[src/rtl/instr_fetch_pkg.sv]
// Shared core definitions for the instruction fetch stage.
// Contents: instruction width, NOP encoding, default fetch-queue depth and a
// helper that sizes occupancy counters so they can hold the value DEPTH.
package instr_fetch_pkg;

   localparam int unsigned       InstrW       = 32;
   localparam logic [InstrW-1:0] NopInstr     = 32'h0000_0013;
   localparam int unsigned       DefaultDepth = 2;

   // Counter width able to represent 0..depth inclusive.
   function automatic int unsigned cnt_width(input int unsigned depth);
      return $clog2(depth) + 1;
   endfunction

endpackage

[src/rtl/instr_fetch_if.sv]
// Fetch-stage bus bundle: instruction-memory request/response channel plus the
// fetch-to-decode handshake.
//   master : the fetch stage (drives memReq/memAddr and idValid/idInstr/idPc)
//   slave  : the environment (memory and decode)
interface instr_fetch_if;
   import instr_fetch_pkg::*;

   logic              memReq;
   logic [InstrW-1:0] memAddr;
   logic              memGnt;
   logic              memRvalid;
   logic [InstrW-1:0] memRdata;
   logic              idValid;
   logic [InstrW-1:0] idInstr;
   logic [InstrW-1:0] idPc;
   logic              idReady;

   modport master (
      output memReq, memAddr, idValid, idInstr, idPc,
      input  memGnt, memRvalid, memRdata, idReady
   );

   modport slave (
      input  memReq, memAddr, idValid, idInstr, idPc,
      output memGnt, memRvalid, memRdata, idReady
   );

endinterface

[src/rtl/fetch_fifo.sv]
// Synchronous FIFO with a synchronous clear, used for both the address tag
// FIFO and the fetch queue.
// Ports:
//   clk, rstn      clock, synchronous active-low reset (pointers/count only)
//   clr            drop all entries (lower priority than rstn)
//   push, wdata    write; ignored when full unless a pop frees a slot
//   pop            read-advance; ignored when empty
//   rdata          head entry (undefined when empty)
//   count          number of valid entries, 0..DEPTH
module fetch_fifo
   import instr_fetch_pkg::*;
#(
   parameter int unsigned WIDTH = 32,
   parameter int unsigned DEPTH = DefaultDepth
) (
   input  logic                       clk,
   input  logic                       rstn,
   input  logic                       clr,
   input  logic                       push,
   input  logic [WIDTH-1:0]           wdata,
   input  logic                       pop,
   output logic [WIDTH-1:0]           rdata,
   output logic [cnt_width(DEPTH)-1:0] count
);

   localparam int unsigned PtrW = (DEPTH > 1) ? $clog2(DEPTH) : 1;
   localparam int unsigned CntW = cnt_width(DEPTH);

   logic [WIDTH-1:0] mem_q [DEPTH];
   logic [PtrW-1:0]  wr_ptr_q, rd_ptr_q;
   logic [CntW-1:0]  cnt_q, cnt_d;
   logic             do_push, do_pop, full, empty;

   function automatic logic [PtrW-1:0] ptr_inc(input logic [PtrW-1:0] p);
      return (p == PtrW'(DEPTH - 1)) ? '0 : p + PtrW'(1);
   endfunction

   assign empty   = (cnt_q == '0);
   assign full    = (cnt_q == CntW'(DEPTH));
   assign do_pop  = pop & ~empty;
   assign do_push = push & (~full | do_pop);

   always_comb begin
      cnt_d = cnt_q;
      if (do_push && !do_pop) cnt_d = cnt_q + CntW'(1);
      if (!do_push && do_pop) cnt_d = cnt_q - CntW'(1);
   end

   always_ff @(posedge clk) begin
      if (!rstn || clr) begin
         wr_ptr_q <= '0;
         rd_ptr_q <= '0;
         cnt_q    <= '0;
      end else begin
         if (do_push) wr_ptr_q <= ptr_inc(wr_ptr_q);
         if (do_pop)  rd_ptr_q <= ptr_inc(rd_ptr_q);
         cnt_q <= cnt_d;
      end
   end

   // Storage is deliberately not reset.
   always_ff @(posedge clk) begin
      if (rstn && !clr && do_push) mem_q[wr_ptr_q] <= wdata;
   end

   assign rdata = mem_q[rd_ptr_q];
   assign count = cnt_q;

endmodule

[src/rtl/instr_fetch.sv]
// Instruction fetch stage: issues in-order word requests to instruction memory,
// tags each with its address, buffers returned words in a fetch queue and
// presents them to decode. A flush drops everything queued and discards the
// responses still owed by memory.
// Ports:
//   clk, rstn   clock, synchronous active-low reset
//   pc          fetch address from the PC register
//   flush       jump taken this cycle (new pc valid next cycle)
//   holdFlag    1: PC register holds, 0: PC register advances by 4
//   bus         memory request/response and decode handshake (master side)
module instr_fetch
   import instr_fetch_pkg::*;
#(
   parameter int unsigned DEPTH = DefaultDepth
) (
   input  logic              clk,
   input  logic              rstn,
   input  logic [InstrW-1:0] pc,
   input  logic              flush,
   output logic              holdFlag,
   instr_fetch_if.master     bus
);

   localparam int unsigned CntW = cnt_width(DEPTH);
   localparam int unsigned SumW = CntW + 2;

   logic [CntW-1:0]     inflight, count, pending;
   logic [CntW-1:0]     discard_q, discard_d;
   logic [SumW-1:0]     used;
   logic [InstrW-1:0]   tag_head;
   logic [2*InstrW-1:0] q_wdata, q_rdata;
   logic                credit, accept, drop, rv_take, tag_pop, q_pop;

   // Every slot is charged from grant until decode pops the word, including
   // responses that will be thrown away after a flush.
   assign used   = SumW'(inflight) + SumW'(count) + SumW'(discard_q);
   assign credit = (used < SumW'(DEPTH));

   assign bus.memReq  = rstn & ~flush & credit;
   assign bus.memAddr = pc & ~InstrW'(3);
   assign accept      = bus.memReq & bus.memGnt;
   assign holdFlag    = ~accept;

   // Stale responses come back first (in-order memory), so they are dropped
   // until discard_q drains. A response with nothing owed is ignored.
   assign drop    = bus.memRvalid & (discard_q != '0);
   assign rv_take = bus.memRvalid & ~drop & (inflight != '0);
   assign tag_pop = rv_take & ~flush;
   assign q_wdata = {tag_head, bus.memRdata};

   assign bus.idValid = rstn & ~flush & (count != '0);
   assign q_pop       = bus.idValid & bus.idReady;
   assign bus.idPc    = q_rdata[2*InstrW-1:InstrW];
   assign bus.idInstr = q_rdata[InstrW-1:0];

   // Bounded by DEPTH, so it fits in CntW bits.
   assign pending = inflight + discard_q;

   always_comb begin
      discard_d = discard_q;
      if (flush) begin
         // A response arriving in the flush cycle is consumed right here.
         discard_d = (bus.memRvalid && pending != '0) ? pending - CntW'(1) : pending;
      end else if (drop) begin
         discard_d = discard_q - CntW'(1);
      end
   end

   always_ff @(posedge clk) begin
      if (!rstn) discard_q <= '0;
      else       discard_q <= discard_d;
   end

   fetch_fifo #(
      .WIDTH (InstrW),
      .DEPTH (DEPTH)
   ) u_tag_fifo (
      .clk   (clk),
      .rstn  (rstn),
      .clr   (flush),
      .push  (accept),
      .wdata (bus.memAddr),
      .pop   (tag_pop),
      .rdata (tag_head),
      .count (inflight)
   );

   fetch_fifo #(
      .WIDTH (2 * InstrW),
      .DEPTH (DEPTH)
   ) u_queue (
      .clk   (clk),
      .rstn  (rstn),
      .clr   (flush),
      .push  (tag_pop),
      .wdata (q_wdata),
      .pop   (q_pop),
      .rdata (q_rdata),
      .count (count)
   );

endmodule
[src/flat_wrapper.sv]
// flat-port wrapper written by rule: the top's interface ports become plain ports
module instr_fetch_flat import instr_fetch_pkg::*;
#(
   parameter int unsigned DEPTH = DefaultDepth
)
  (clk, rstn, pc, flush, holdFlag, bus_memReq, bus_memAddr, bus_idValid, bus_idInstr, bus_idPc, bus_memGnt, bus_memRvalid, bus_memRdata, bus_idReady);
  instr_fetch_if bus_i ();
  input  logic clk;
  input  logic rstn;
  input  logic [InstrW-1:0] pc;
  input  logic flush;
  output logic holdFlag;
  output wire logic [$bits(bus_i.memReq)-1:0] bus_memReq;
  output wire logic [$bits(bus_i.memAddr)-1:0] bus_memAddr;
  output wire logic [$bits(bus_i.idValid)-1:0] bus_idValid;
  output wire logic [$bits(bus_i.idInstr)-1:0] bus_idInstr;
  output wire logic [$bits(bus_i.idPc)-1:0] bus_idPc;
  input wire logic [$bits(bus_i.memGnt)-1:0] bus_memGnt;
  input wire logic [$bits(bus_i.memRvalid)-1:0] bus_memRvalid;
  input wire logic [$bits(bus_i.memRdata)-1:0] bus_memRdata;
  input wire logic [$bits(bus_i.idReady)-1:0] bus_idReady;
  assign bus_memReq = bus_i.memReq;
  assign bus_memAddr = bus_i.memAddr;
  assign bus_idValid = bus_i.idValid;
  assign bus_idInstr = bus_i.idInstr;
  assign bus_idPc = bus_i.idPc;
  assign bus_i.memGnt = bus_memGnt;
  assign bus_i.memRvalid = bus_memRvalid;
  assign bus_i.memRdata = bus_memRdata;
  assign bus_i.idReady = bus_idReady;
  instr_fetch #(.DEPTH(DEPTH)) u_core (.clk(clk), .rstn(rstn), .pc(pc), .flush(flush), .holdFlag(holdFlag), .bus(bus_i));
endmodule
[config.mk]
export PLATFORM = sky130hd
export DESIGN_NAME = instr_fetch_flat
export DESIGN_NICKNAME = d
export VERILOG_FILES = /design/src/rtl/instr_fetch_pkg.sv /design/src/rtl/instr_fetch_if.sv /design/src/rtl/fetch_fifo.sv /design/src/rtl/instr_fetch.sv /design/src/flat_wrapper.sv
export SDC_FILE = /design/constraint.sdc
export NUM_CORES = 1
export LEC_CHECK = 0
export ABC_AREA = 1
export CORE_ASPECT_RATIO = 0.75
export CORE_MARGIN = 4
export CORE_UTILIZATION = 47
export CTS_CLUSTER_DIAMETER = 30
export CTS_CLUSTER_SIZE = 10
export DETAILED_ROUTE_END_ITERATION = 8
export GPL_ROUTABILITY_DRIVEN = 0
export PLACE_DENSITY = 0.75
export SYNTH_ARGS = -nofsm -noshare
export SYNTH_HDL_FRONTEND = slang
export SYNTH_SLANG_ARGS = --single-unit
[constraint.sdc]
create_clock -name clk -period 13 [get_ports clk]
set_clock_uncertainty 0.1 [all_clocks]
set_input_delay 1.3 -clock clk [delete_from_list [all_inputs] [get_ports clk]]
set_output_delay 1.3 -clock clk [all_outputs]
set_load 0.01 [all_outputs]
### Where the registers sit, run 1

(2 px per µm) Other sequential cells in the stronger gray, the rest of the logic in the fainter gray.
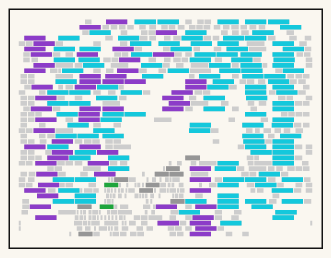
| signal | color | flops |
|---|---|---|
| `u_core.u_queue.mem_q` | cyan | 124 |
| `u_core.u_tag_fifo.mem_q` | purple | 60 |
| `u_core.u_tag_fifo.count` | green | 2 |

### Routing congestion map, run 1

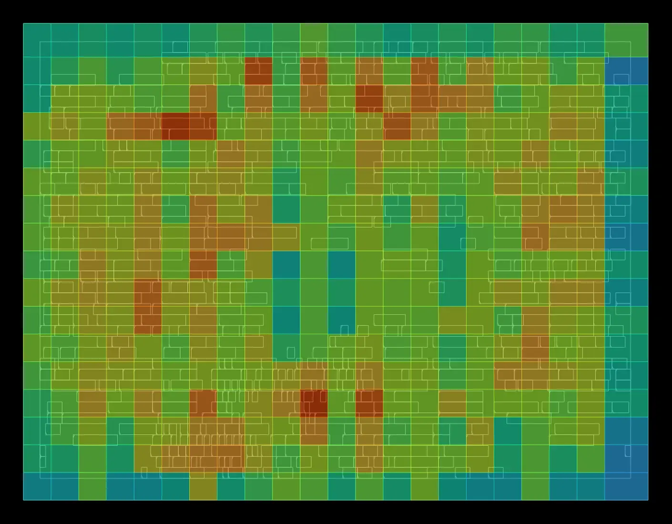
grt peak-use layer: met2
drt wl/cell: 18.0 µm

==> results_dict.tcl, run 1 <==
# implementation run metrics
set metrics [dict create \
    maxPowerGroup "registers" \
    first_global_vias 4292 \
    wl_met2_um 7080 \
    diodes 0 \
    comb_share_pct 16.0 \
    critPathKind "reg2out" \
    cp-endpoint "holdFlag" \
    reg2regPathDepth 9 \
    finalCriticalPeriod_ps 4520 \
    setup_viol 0 \
    worstReg2RegEnd "u_core.u_tag_fifo.mem_q[0][24]$_DFFE_PP_" \
    cts-root-buf "clkbuf_16" \
    antenna_found_initial 0 \
    synth_adder_area_share_pct 1.33 \
    clkTransAtPathRegs_ps 70 \
    nNonClkInverters 17 \
    top_register "u_core.u_queue.mem_q" \
    rsz0062_at_grt "no" \
    worstReg2RegStart "u_core.u_tag_fifo.count[0]$_SDFFE_PP0P_" \
    most-common-layout-cells "edfxtp_1 (184), clkdlybuf4s50_1 (162), mux2_2 (92), clkbuf_16 (17), nand2_1 (16)" \
    end_kind "output pin" \
    track_usage_pct 15.8 \
    regArea_um2 5770 \
    layout_top_cell "edfxtp_1" \
    design.seq.count 196 \
    grt_use_met3_pct 4.58 \
    clk-power_uw 499 \
    worstPathRequired_ps 11600 \
    die_h_um 119 \
    pg_comb_uw 61.5 \
    post_dp_cell_area_um2 9350 \
    slew_headroom_pct 39.8 \
    xor_area_share_pct 0.569 \
    yosysUniqueCellTypes 30 \
    reg_top3 "u_core.u_queue.mem_q: 124 flops, u_core.u_tag_fifo.mem_q: 60 flops" \
    clockBufferDepth 2 \
    cts-resized-gates 0 \
    simple_gate_share_pct 3.81 \
    fp_util_pct 48.0 \
    htreeDepth 4 \
    netlist_area_um2 7690 \
    grtUsageMet2_pct 26.2 \
    ys_cells 432 \
    core_area_um2 16000 \
    drt-met1-wl_um 6260 \
    cp.arrival_ps 3120 \
    hold_viol 0 \
    swShare_pct 20.6 \
    comb.multi_input.count 178 \
    syn_avg_cell_area_um2 17.8 \
    setup-tns-final_ps 0 \
    ys_area_um2 7690 \
    grt-ovfl-total 0 \
    logic_area_um2 1580 \
    nets 655 \
    r2r_setup_slack_ps 9400 \
    clkCellAreaFrac_pct 5.77 \
    sh_seq_area_pct 58.1 \
    synth_cells 432 \
    final_core_util_pct 61.9 \
    ys_seq_elements 196 \
    worst_slack_ps 8480 \
    switchingPower_uw 258 \
    dp.cells 769 \
    vdd_drop_max_mv 0.0876 \
    n_all_buffers 168 \
    io_buffers 162 \
    p_clk_share_pct 39.7 \
    hold_class "reg2reg" \
    clock_buffers 17 \
    fillerInstances 1152 \
    ys_seq_share_pct 75.0 \
    antenna_left 0 \
    topCellsByArea "edfxtp_1 (72%), mux2_2 (13%), buf_4 (3.3%), dfxtp_1 (3.1%), ha_1 (0.81%)" \
    dp_hpwl_um 9460 \
    p_per_area_nw_per_um2 127 \
    wl_met3_um 928 \
    mux_area_share_pct 13.5 \
    grt_use_met1_pct 20.1 \
    top_logic_kind "multiplexers" \
    cts_buffers 17 \
    cap_viol_max_count 0 \
    slew_viol_final 0 \
    top_layer "met4" \
    startpoint_type "flop" \
    ctsHoldBuffers 0 \
    outcome "finished clean" \
    dominant-cell-class "registers" \
    n_tap_cell 210 \
    cts_tree "done" \
    cts.sinks 196 \
    pre_cts_ws_ps 8520 \
    startpoint "u_core.u_tag_fifo.count[0]$_SDFFE_PP0P_" \
    timing.hold.worst.start "u_core.u_queue.wr_ptr_q$_SDFFE_PP0P_" \
    drt_wl_total_um 14500 \
]
### Gate families picked out, run 1

(2 px per µm)
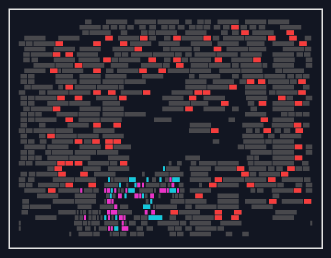
| family | color | cells | most used |
|---|---|---|---|
| mux cells | red | 92 | mux2_2 |
| nand cells | magenta | 31 | nand2_1 |
| nor cells | cyan | 20 | nor2_1 |

### Close-up of the layout, run 1

Region (65, 23) to (90, 48) µm. Cells in gray, sequential cells in the stronger gray; small squares are vias.
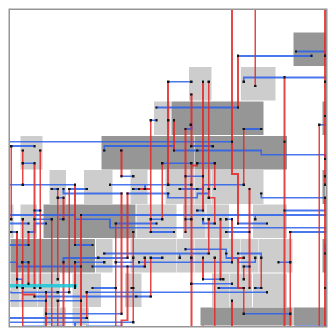
| layer | color |
|---|---|
| M1 | blue |
| M3 | cyan |
| M2 | red |
cells with their middle in the window: 37
sequential cells in the window: 6
most frequent: dfxtp_1 (6)
netlist names of flops here include: `u_core.u_queue.count` (2)

run 1: synthesized netlist by cell type (all sizes together):
library cell,n
dfxtp,12
ha,5
fa,2
clkbuf,1
nor2,17
buf,43
xor2,4
or2,4
o21ai,5
edfxtp,184
mux2,92
a21oi,9
conb,1
nand3,9
nand2,21
nor3,3
inv,17
nand4,1
xnor2,1
a31oi,1
run 1: critical path, stage by stage (launching register included):
cell	delay, ps
dfxtp_1	370
ha_1	230
fa_1	580
inv_1	70
fa_1	540
nand3_1	100
nor2_2	150
nand3_2	150
clkdlybuf4s50_1	510
run 1: stage by stage:
step | hold slack [ps] | power (µW)
5_1_grt | 413 | 1300
2_1_floorplan | 339 | 738
3_5_place_dp | 360 | 771
3_3_place_gp | 346 | 768
4_1_cts | 370 | 1270
6_report | 366 | 1260
### Ports around the boundary, run 1

(3 px per µm) Pins as bars across the die edge, other pins in gray.
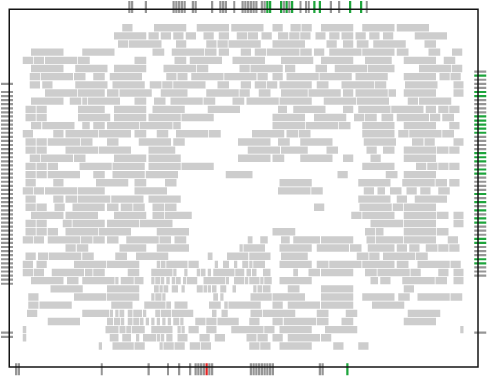

--- run 2 (diff from run 1) ---
- clock period: 13 -> 4.3 ns (I/O delays scaled with it)
### Ports around the boundary, run 2

(3 px per µm) Pins as bars across the die edge, other pins in gray.
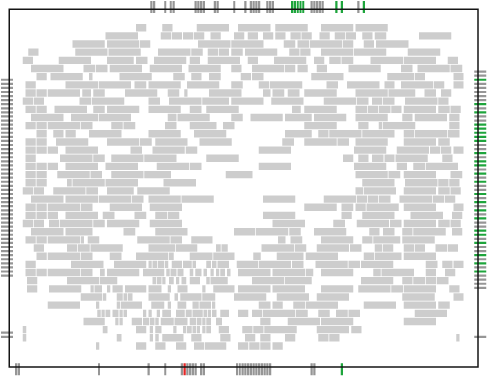
| port | color | pins | direction | edge |
|---|---|---|---|---|
| `bus_memRdata` | green | 32 | input | 23 east, 8 north, 1 south |
| `bus_idReady` | red | 1 | input | south |
all pins by edge: 55 east, 51 west, 34 north, 29 south

### Close-up of the layout, run 2

Region (65, 23) to (90, 48) µm. Cells in gray, sequential cells in the stronger gray; small squares are vias.
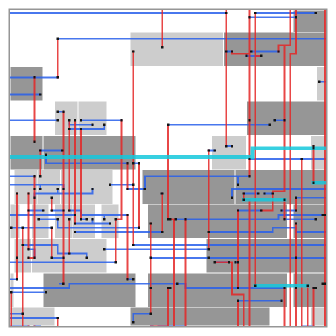
| layer | color |
|---|---|
| M1 | blue |
| M2 | red |
| M3 | cyan |
most frequent: edfxtp_1 (7)
cells with their middle in the window: 25
netlist names of flops here include: `u_core.u_tag_fifo.mem_q` (7)
sequential cells in the window: 10

==> run 2 against run 1 <==
  * Worst hold slack gained 6.4 ps
  * Wire length shrank 2.1%
  * Area after synthesis unchanged
  * Design area up 0.49%
  * Clock-buffer cell count is 1 higher
  * Synthesized cell count stayed put
  * Cell count did not move
  * Non-clock buffer count up 1
  * Via count fell by 0.86%
  * Global-route usage is 0.13 points lower
==> results_dict.tcl, run 2 <==
# implementation run metrics
set metrics [dict create \
    outcome "finished clean" \
    ys_seq_elements 196 \
    design.seq.count 196 \
    row_count 40 \
    fp_util_pct 48.0 \
    syn_to_final_growth_pct 29.6 \
    edf_count 184 \
    dp.cells 770 \
    reg2regPathDepth 10 \
    clock_latency_ps 420 \
    reg_top3 "u_core.u_queue.mem_q: 124 flops, u_core.u_tag_fifo.mem_q: 60 flops" \
    regArea_um2 5770 \
    die_h_um 119 \
    hold_viol 0 \
    clock_buffers 18 \
    whs_path_depth 2 \
    clockBufferDepth 2 \
    wl_per_cell_um 17.7 \
    cts_tree "done" \
    netlist.area_leader.share_pct 71.8 \
    slowest_stage "fa_1" \
    fmax_ghz 0.277 \
    htreeDepth 4 \
    setup-tns-final_ps 0 \
    rsz0062_at_grt "no" \
    die-area_um2 18500 \
    startpoint_type "flop" \
    cts-root-buf "clkbuf_16" \
    logic_area_um2 1600 \
    via_per_inst 4.92 \
    core_area_um2 16000 \
    xor_area_share_pct 0.569 \
    post-route-period-util_pct 83.9 \
    diodes 0 \
    io_pins 169 \
    ys_area_um2 7690 \
    hold_slack_ps 373 \
    clkTransAtPathRegs_ps 70 \
    antenna_left 0 \
    io_buffers 162 \
    worstReg2RegStart "u_core.u_tag_fifo.count[0]$_SDFFE_PP0P_" \
    via_count 3937 \
    vdd_drop_max_mv 0.282 \
    whs_endpoint "u_core.u_queue.wr_ptr_q$_SDFFE_PP0P_" \
    synth_warnings 0 \
    r2r_setup_slack_ps 880 \
    critPathKind "reg2out" \
    slew_headroom_pct 47.8 \
    n_all_buffers 169 \
    yosysMostFrequentCell "edfxtp_1" \
    synthTopCellsByCount "edfxtp_1 (184), mux2_2 (92), buf_4 (34)" \
    netlist_area_um2 7690 \
    dr.pass1.iters 4 \
    drc 0 \
    dominant-cell-class "registers" \
    crit_buf_inv 2 \
    layout.cells.non_filler 801 \
    slew_viol_final 0 \
    end_kind "output pin" \
    layout_top_cell "edfxtp_1" \
    grt-ovfl-total 0 \
    n_tap_cell 210 \
    cts_buffers 17 \
    cts-resized-gates 0 \
    cp.arrival_ps 3080 \
    path_common_cell "fa_1" \
    yosysUniqueCellTypes 30 \
    first_global_vias 4237 \
    synth_cells 432 \
    critPathMaxFanout 5 \
    warnings 28 \
    nets 656 \
    nNonClkInverters 17 \
    clkCellAreaFrac_pct 5.90 \
    dp_hpwl_um 9420 \
    fillerInstances 1176 \
    die_w_um 156 \
    topCellsByArea "edfxtp_1 (72%), mux2_2 (13%), buf_4 (3.3%), dfxtp_1 (3.1%), ha_1 (0.81%)" \
    cp-endpoint "holdFlag" \
    drt_iter0_drc 222 \
    sh_seq_area_pct 57.9 \
    drive_gt1_share_pct 25.5 \
    worst-path-stages 8 \
    ys.flop_type "edfxtp_1" \
    worst_slew_pin_slew_ps 783 \
    ys_cells 432 \
    cts.sinks 196 \
    mux_area_share_pct 13.5 \
    finalCriticalPeriod_ps 3610 \
    comb.multi_input.count 178 \
    ctsHoldBuffers 0 \
    crit_chain "ha_1, fa_1, inv_1, fa_1, nand3_1, nor2_2, nand3_2, clkdlybuf4s50_1" \
    buf_share_pct 16.9 \
    grt_max_degree 43 \
    slowest_delay_ps 560 \
    postLayoutCellArea_um2 9970 \
    syn_avg_cell_area_um2 17.8 \
    worstReg2RegEnd "u_core.u_tag_fifo.mem_q[1][1]$_DFFE_PP_" \
    hold_class "reg2reg" \
    timing.hold.worst.start "u_core.u_queue.wr_ptr_q$_SDFFE_PP0P_" \
    grt_pass1_wl_um 22000 \
    drt_wl_total_um 14200 \
    ys_seq_share_pct 75.0 \
    cap_viol_max_count 0 \
    post_dp_cell_area_um2 9380 \
    final_core_util_pct 62.2 \
    top_register "u_core.u_queue.mem_q" \
    post_cts_buffers 0 \
    synth_adder_area_share_pct 1.33 \
    ys_sh_aoi_pct 0.992 \
    simple_gate_share_pct 3.81 \
    p_per_area_nw_per_um2 387 \
    startpoint "u_core.u_tag_fifo.count[0]$_SDFFE_PP0P_" \
    cp_top_family "adder cells" \
    comb_share_pct 16.0 \
    top_logic_kind "multiplexers" \
    synth-async-reset-ratio_pct 0 \
    track_usage_pct 15.7 \
    yosysTopAreaCell "edfxtp_1" \
    largest_register_ffs 124 \
    antenna_found_initial 0 \
    most-common-layout-cells "edfxtp_1 (184), clkdlybuf4s50_1 (162), mux2_2 (92), clkbuf_16 (17), nand2_1 (16)" \
    p_leak_uw 0.00334 \
    setup_viol 0 \
    worstPathRequired_ps 3770 \
]
## run 2: cell counts after synthesis
Identical to the previous run, type by type.
## run 2: stage by stage
stage / power [µW] / setup slack, ps
6_report: 3860 / 693
5_1_grt: 4000 / 513
4_1_cts: 3900 / 645
3_5_place_dp: 2330 / 828
3_3_place_gp: 2320 / 967
2_1_floorplan: 2230 / 101
## run 2: layer usage
metal	part of all wire (%)	wire length, µm	GRT usage [%]
met1	45	6380	21.1
met2	48	6740	24.5
met3	6.7	951	5.78
met4	0.55	78	3.44
met5	0	0	0
## run 2: power by group
group | internal [µW] | leakage, µW | switching (µW)
clock network | 912 | 0.000281 | 655
registers | 2100 | 0.00176 | 7.76
logic | 108 | 0.00130 | 79.4
Power and IR drop assume default switching activity.
